`src/rtl/mult_ctl_pkg.sv`:
```
// Shared types and default sizing for the shared-multiplier scheduler.
`default_nettype none

package mult_ctl_pkg;
  localparam int MULT_WIDTH = 8;
  localparam int MULT_NREQ  = 2;

  typedef enum logic [2:0] {
    IDLE    = 3'd0,
    LOAD    = 3'd1,
    ADD     = 3'd2,
    SHIFT   = 3'd3,
    DONE    = 3'd4,
    RELEASE = 3'd5
  } sched_state_t;
endpackage

`default_nettype wire

```
`src/rtl/rr_arbiter.sv`:
```
// Combinational round-robin pick: first asserted request at or after ptr, wrapping.
`default_nettype none

module rr_arbiter #(
  parameter int NREQ = 2
) (
  input  logic [NREQ-1:0]         req,
  input  logic [$clog2(NREQ)-1:0] ptr,
  output logic [NREQ-1:0]         grant,
  output logic                    valid
);

  // Outer loop walks priority order starting at ptr; inner loop keeps indices constant.
  always_comb begin
    grant = '0;
    valid = 1'b0;
    for (int i = 0; i < NREQ; i++) begin
      for (int j = 0; j < NREQ; j++) begin
        if (!valid && req[j] && (((int'(ptr) + i) % NREQ) == j)) begin
          grant[j] = 1'b1;
          valid    = 1'b1;
        end
      end
    end
  end

endmodule

`default_nettype wire

```
`src/rtl/mult_share_sched.sv`:
```
// Shares one shift-add multiplier datapath between NREQ requesters and sequences it.
`default_nettype none

module mult_share_sched
  import mult_ctl_pkg::*;
#(
  parameter int WIDTH = MULT_WIDTH,
  parameter int NREQ  = MULT_NREQ
) (
  input  logic            Clk,
  input  logic            Reset,
  input  logic [NREQ-1:0] Req,
  output logic [NREQ-1:0] Grant,
  output logic [NREQ-1:0] Done,
  output logic            Busy,
  output logic            goToB,
  output logic            Add,
  output logic            Sub,
  output logic            Shift
);

  localparam int CW = $clog2(WIDTH);
  localparam int PW = $clog2(NREQ);
  localparam logic [CW-1:0] CNT_LAST = CW'(WIDTH - 1);
  localparam logic [PW-1:0] OWN_LAST = PW'(NREQ - 1);

  sched_state_t    state_q, state_d;
  logic [CW-1:0]   cnt_q, cnt_d;
  logic [PW-1:0]   owner_q, owner_d;
  logic [PW-1:0]   ptr_q, ptr_d;
  logic [NREQ-1:0] grant_q, grant_d;
  logic [NREQ-1:0] arb_grant;
  logic            arb_valid;
  logic [PW-1:0]   arb_idx;

  rr_arbiter #(.NREQ(NREQ)) u_arb (
    .req   (Req),
    .ptr   (ptr_q),
    .grant (arb_grant),
    .valid (arb_valid)
  );

  always_comb begin
    arb_idx = '0;
    for (int j = 0; j < NREQ; j++) begin
      if (arb_grant[j]) arb_idx = PW'(j);
    end
  end

  always_comb begin
    state_d = state_q;
    cnt_d   = cnt_q;
    owner_d = owner_q;
    ptr_d   = ptr_q;
    grant_d = grant_q;
    case (state_q)
      IDLE: begin
        if (arb_valid) begin
          owner_d = arb_idx;
          grant_d = arb_grant;
          state_d = LOAD;
        end
      end
      LOAD: begin
        cnt_d   = '0;
        state_d = ADD;
      end
      ADD: state_d = SHIFT;
      SHIFT: begin
        // Last iteration parks the counter at 0 instead of wrapping past WIDTH-1.
        if (cnt_q == CNT_LAST) begin
          cnt_d   = '0;
          state_d = DONE;
        end else begin
          cnt_d   = cnt_q + 1'b1;
          state_d = ADD;
        end
      end
      DONE: begin
        ptr_d   = (owner_q == OWN_LAST) ? '0 : owner_q + 1'b1;
        state_d = RELEASE;
      end
      RELEASE: begin
        // Wait for the owner to drop its level request so it is not served twice.
        if (!(|(Req & grant_q))) begin
          grant_d = '0;
          state_d = IDLE;
        end
      end
      default: begin
        grant_d = '0;
        state_d = IDLE;
      end
    endcase
  end

  always_ff @(posedge Clk or negedge Reset) begin
    if (!Reset) begin
      state_q <= IDLE;
      cnt_q   <= '0;
      owner_q <= '0;
      ptr_q   <= '0;
      grant_q <= '0;
    end else begin
      state_q <= state_d;
      cnt_q   <= cnt_d;
      owner_q <= owner_d;
      ptr_q   <= ptr_d;
      grant_q <= grant_d;
    end
  end

  assign Grant = grant_q;
  assign Busy  = (state_q != IDLE);
  assign goToB = (state_q == LOAD);
  assign Add   = (state_q == ADD);
  assign Sub   = (state_q == ADD) && (cnt_q == CNT_LAST);
  assign Shift = (state_q == SHIFT);
  assign Done  = (state_q == DONE) ? grant_q : '0;

endmodule

`default_nettype wire
```
`config.mk`:
```
export PLATFORM = sky130hd
export DESIGN_NAME = mult_share_sched
export DESIGN_NICKNAME = d
export VERILOG_FILES = /design/src/rtl/mult_ctl_pkg.sv /design/src/rtl/rr_arbiter.sv /design/src/rtl/mult_share_sched.sv
export SDC_FILE = /design/constraint.sdc
export NUM_CORES = 1
export LEC_CHECK = 0
export CAP_MARGIN = 25
export CORE_AREA = 4 4 53 55
export DETAILED_ROUTE_END_ITERATION = 8
export DIE_AREA = 0 0 57 59
export GPL_ROUTABILITY_DRIVEN = 1
export SLEW_MARGIN = 20
export SYNTH_ARGS = -nofsm -noshare
export SYNTH_HDL_FRONTEND = slang
export SYNTH_HIERARCHICAL = 1
export SYNTH_SLANG_ARGS = --single-unit
```
`constraint.sdc`:
```
create_clock -name Clk -period 3.5 [get_ports Clk]
set_input_delay 0.35 -clock Clk [delete_from_list [all_inputs] [get_ports Clk]]
set_output_delay 0.35 -clock Clk [all_outputs]
set_load 0.01 [all_outputs]
```
Run 1, signal wires by layer:
Scale: 4 px per micron.
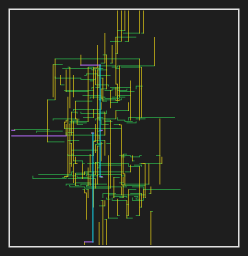
legend:
  M3:
    colour: purple
    wire_length: 21.9 microns
  M2:
    colour: yellow
    wire_length: 591 microns
  M1:
    colour: green
    wire_length: 535 microns
  M4:
    colour: cyan
    wire_length: 55.1 microns

Run 1, logic cells by family:
Scale: 4 px per micron.
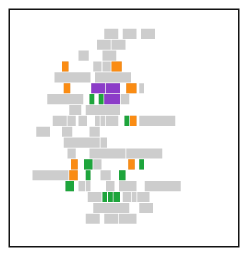
legend:
  nand cells:
    colour: green
    cells: 11
  aoi and oai cells:
    colour: orange
    cells: 8
  mux cells:
    colour: purple
    cells: 3

==> changes_impl.md, run 1 <==
## Flow update

* Max Used Layer: met4
* Antenna cells at 0
* Cells after synthesis at 58
* Placed cells at 97
* Largest fanout on the critical path at 4
* Max-slew violations at 0
* Flop pwr share at 44.2%
* CTS buffer count at 3
* CP cell instances: ha_1, ha_1, nand2_1, nor3_1, clkdlybuf4s50_1
* Top-count cell post-synth: dfrtp_1
* Warning count from the yosys run at 6
* Critical-path top delay cell: clkdlybuf4s50_1
* WL met3 at 21 microns
* Seq area share at 34.5%
* Avg Inst Size Synth at 9.64 sq um
* Post-synth top area cell: dfrtp_1
* Peak VDD IR at 0.233 mV
* Logic area at around 290 sq um
* Count of input and output buffers at 12
* Clk buf depth at 2
* Relative slew slack at approximately 69%
* Vias in the first global route at 459
* CTS tree: done
* Setup CP Type: reg -> out
* GRT busiest layer: met2
* Setup violations, final at 0
* H-tree depth at 1
* Gpl congestion at around 0.73
* P&R area growth vs syn at 29.5%
* Outcome: finished, final reports clean
* P_sw at 0.180 mW
* M2 GR Usage at 12.7%
* Post-synthesis adder-cell area fraction at 4.47%
* Post_cts resized at 0
* Comb area leader: simple AND/OR/NAND/NOR gates
* Leak at around 0.32 nW
Run 1, clock wires, drivers and flops:
Scale: 8 px per micron.
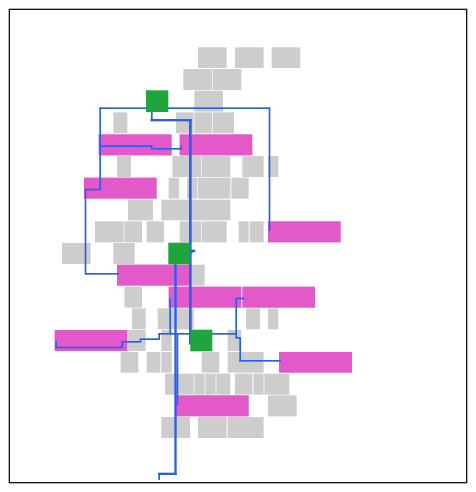
legend:
  clock wires:
    colour: blue
    length: 195 microns
  flip-flops:
    colour: magenta
    count: 10
  clock-net drivers:
    colour: green
    count: 3
routed clock nets: 4

--- run 2 (diff from run 1) ---
clock period = 2.3 ns   (was 3.5 ns; I/O delays follow)
Run 2, signal wires by layer:
Scale: 4 px per micron.
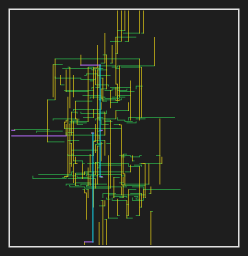
legend:
  M3:
    colour: purple
    wire_length: 21.9 microns
  M2:
    colour: yellow
    wire_length: 591 microns
  M4:
    colour: cyan
    wire_length: 55.1 microns
  M1:
    colour: green
    wire_length: 535 microns

Run 2, clock wires, drivers and flops:
Scale: 8 px per micron.
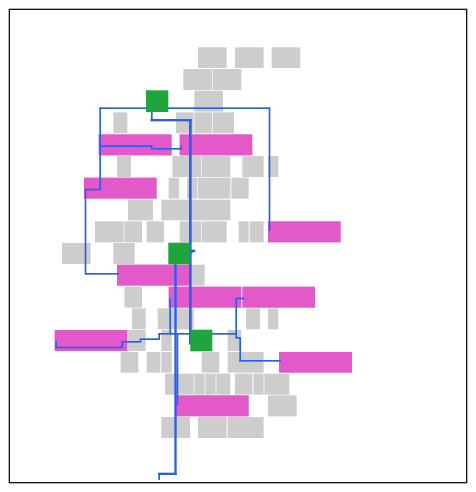
legend:
  clock wires:
    colour: blue
    length: 195 microns
  clock-net drivers:
    colour: green
    count: 3
  flip-flops:
    colour: magenta
    count: 10
routed clock nets: 4

Run 2, logic cells by family:
Scale: 4 px per micron.
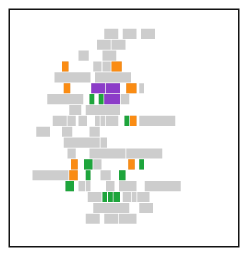
legend:
  nand cells:
    colour: green
    cells: 11
  mux cells:
    colour: purple
    cells: 3
  aoi and oai cells:
    colour: orange
    cells: 8

==> changes_impl.md, run 2 <==
## Flow update

* Outcome: finished, final reports clean
* Post-synthesis adder-cell area fraction at 4.47% (unchanged)
* Max-slew violations at 0 (unchanged)
* Clk buf depth at 2 (unchanged)
* Top-count cell post-synth: dfrtp_1
* Relative slew slack at 69.3% (unchanged)
* Count of input and output buffers at 12 (unchanged)
* WL met3 at 21 microns (unchanged)
* Max Used Layer: met4
* Avg Inst Size Synth at 9.64 sq um (unchanged)
* Log Warnings at 26
* Leak at 0.315 nW (unchanged)
* Largest fanout on the critical path at 4 (unchanged)
* Placed cells at 97 (unchanged)
* Peak VDD IR at 0.355 mV (+52%)
* Antenna cells at 0 (unchanged)
* Logic area at 290 sq um (unchanged)
* R2R Setup Slk at roughly 0.86 ns
* Seq area share at 34.5% (unchanged)
* M2 GR Usage at 12.7% (unchanged)
* Bufs w/o clock at 12
* P_sw at 0.274 mW (+52%)
* P&R area growth vs syn at 29.5% (unchanged)
* Post-synth top area cell: dfrtp_1
* CTS buffer count at 3 (unchanged)
* Comb area leader: simple AND/OR/NAND/NOR gates
* Final ANT Viol Nets at 0
* Cells after synthesis at 58 (unchanged)
* Setup violations, final at 0 (unchanged)
* H-tree depth at 1 (unchanged)
* CP cell instances: ha_1, ha_1, nand2_1, nor3_1, clkdlybuf4s50_1
* Vias in the first global route at 459 (unchanged)
Power is estimated from default activity; no workload was simulated.
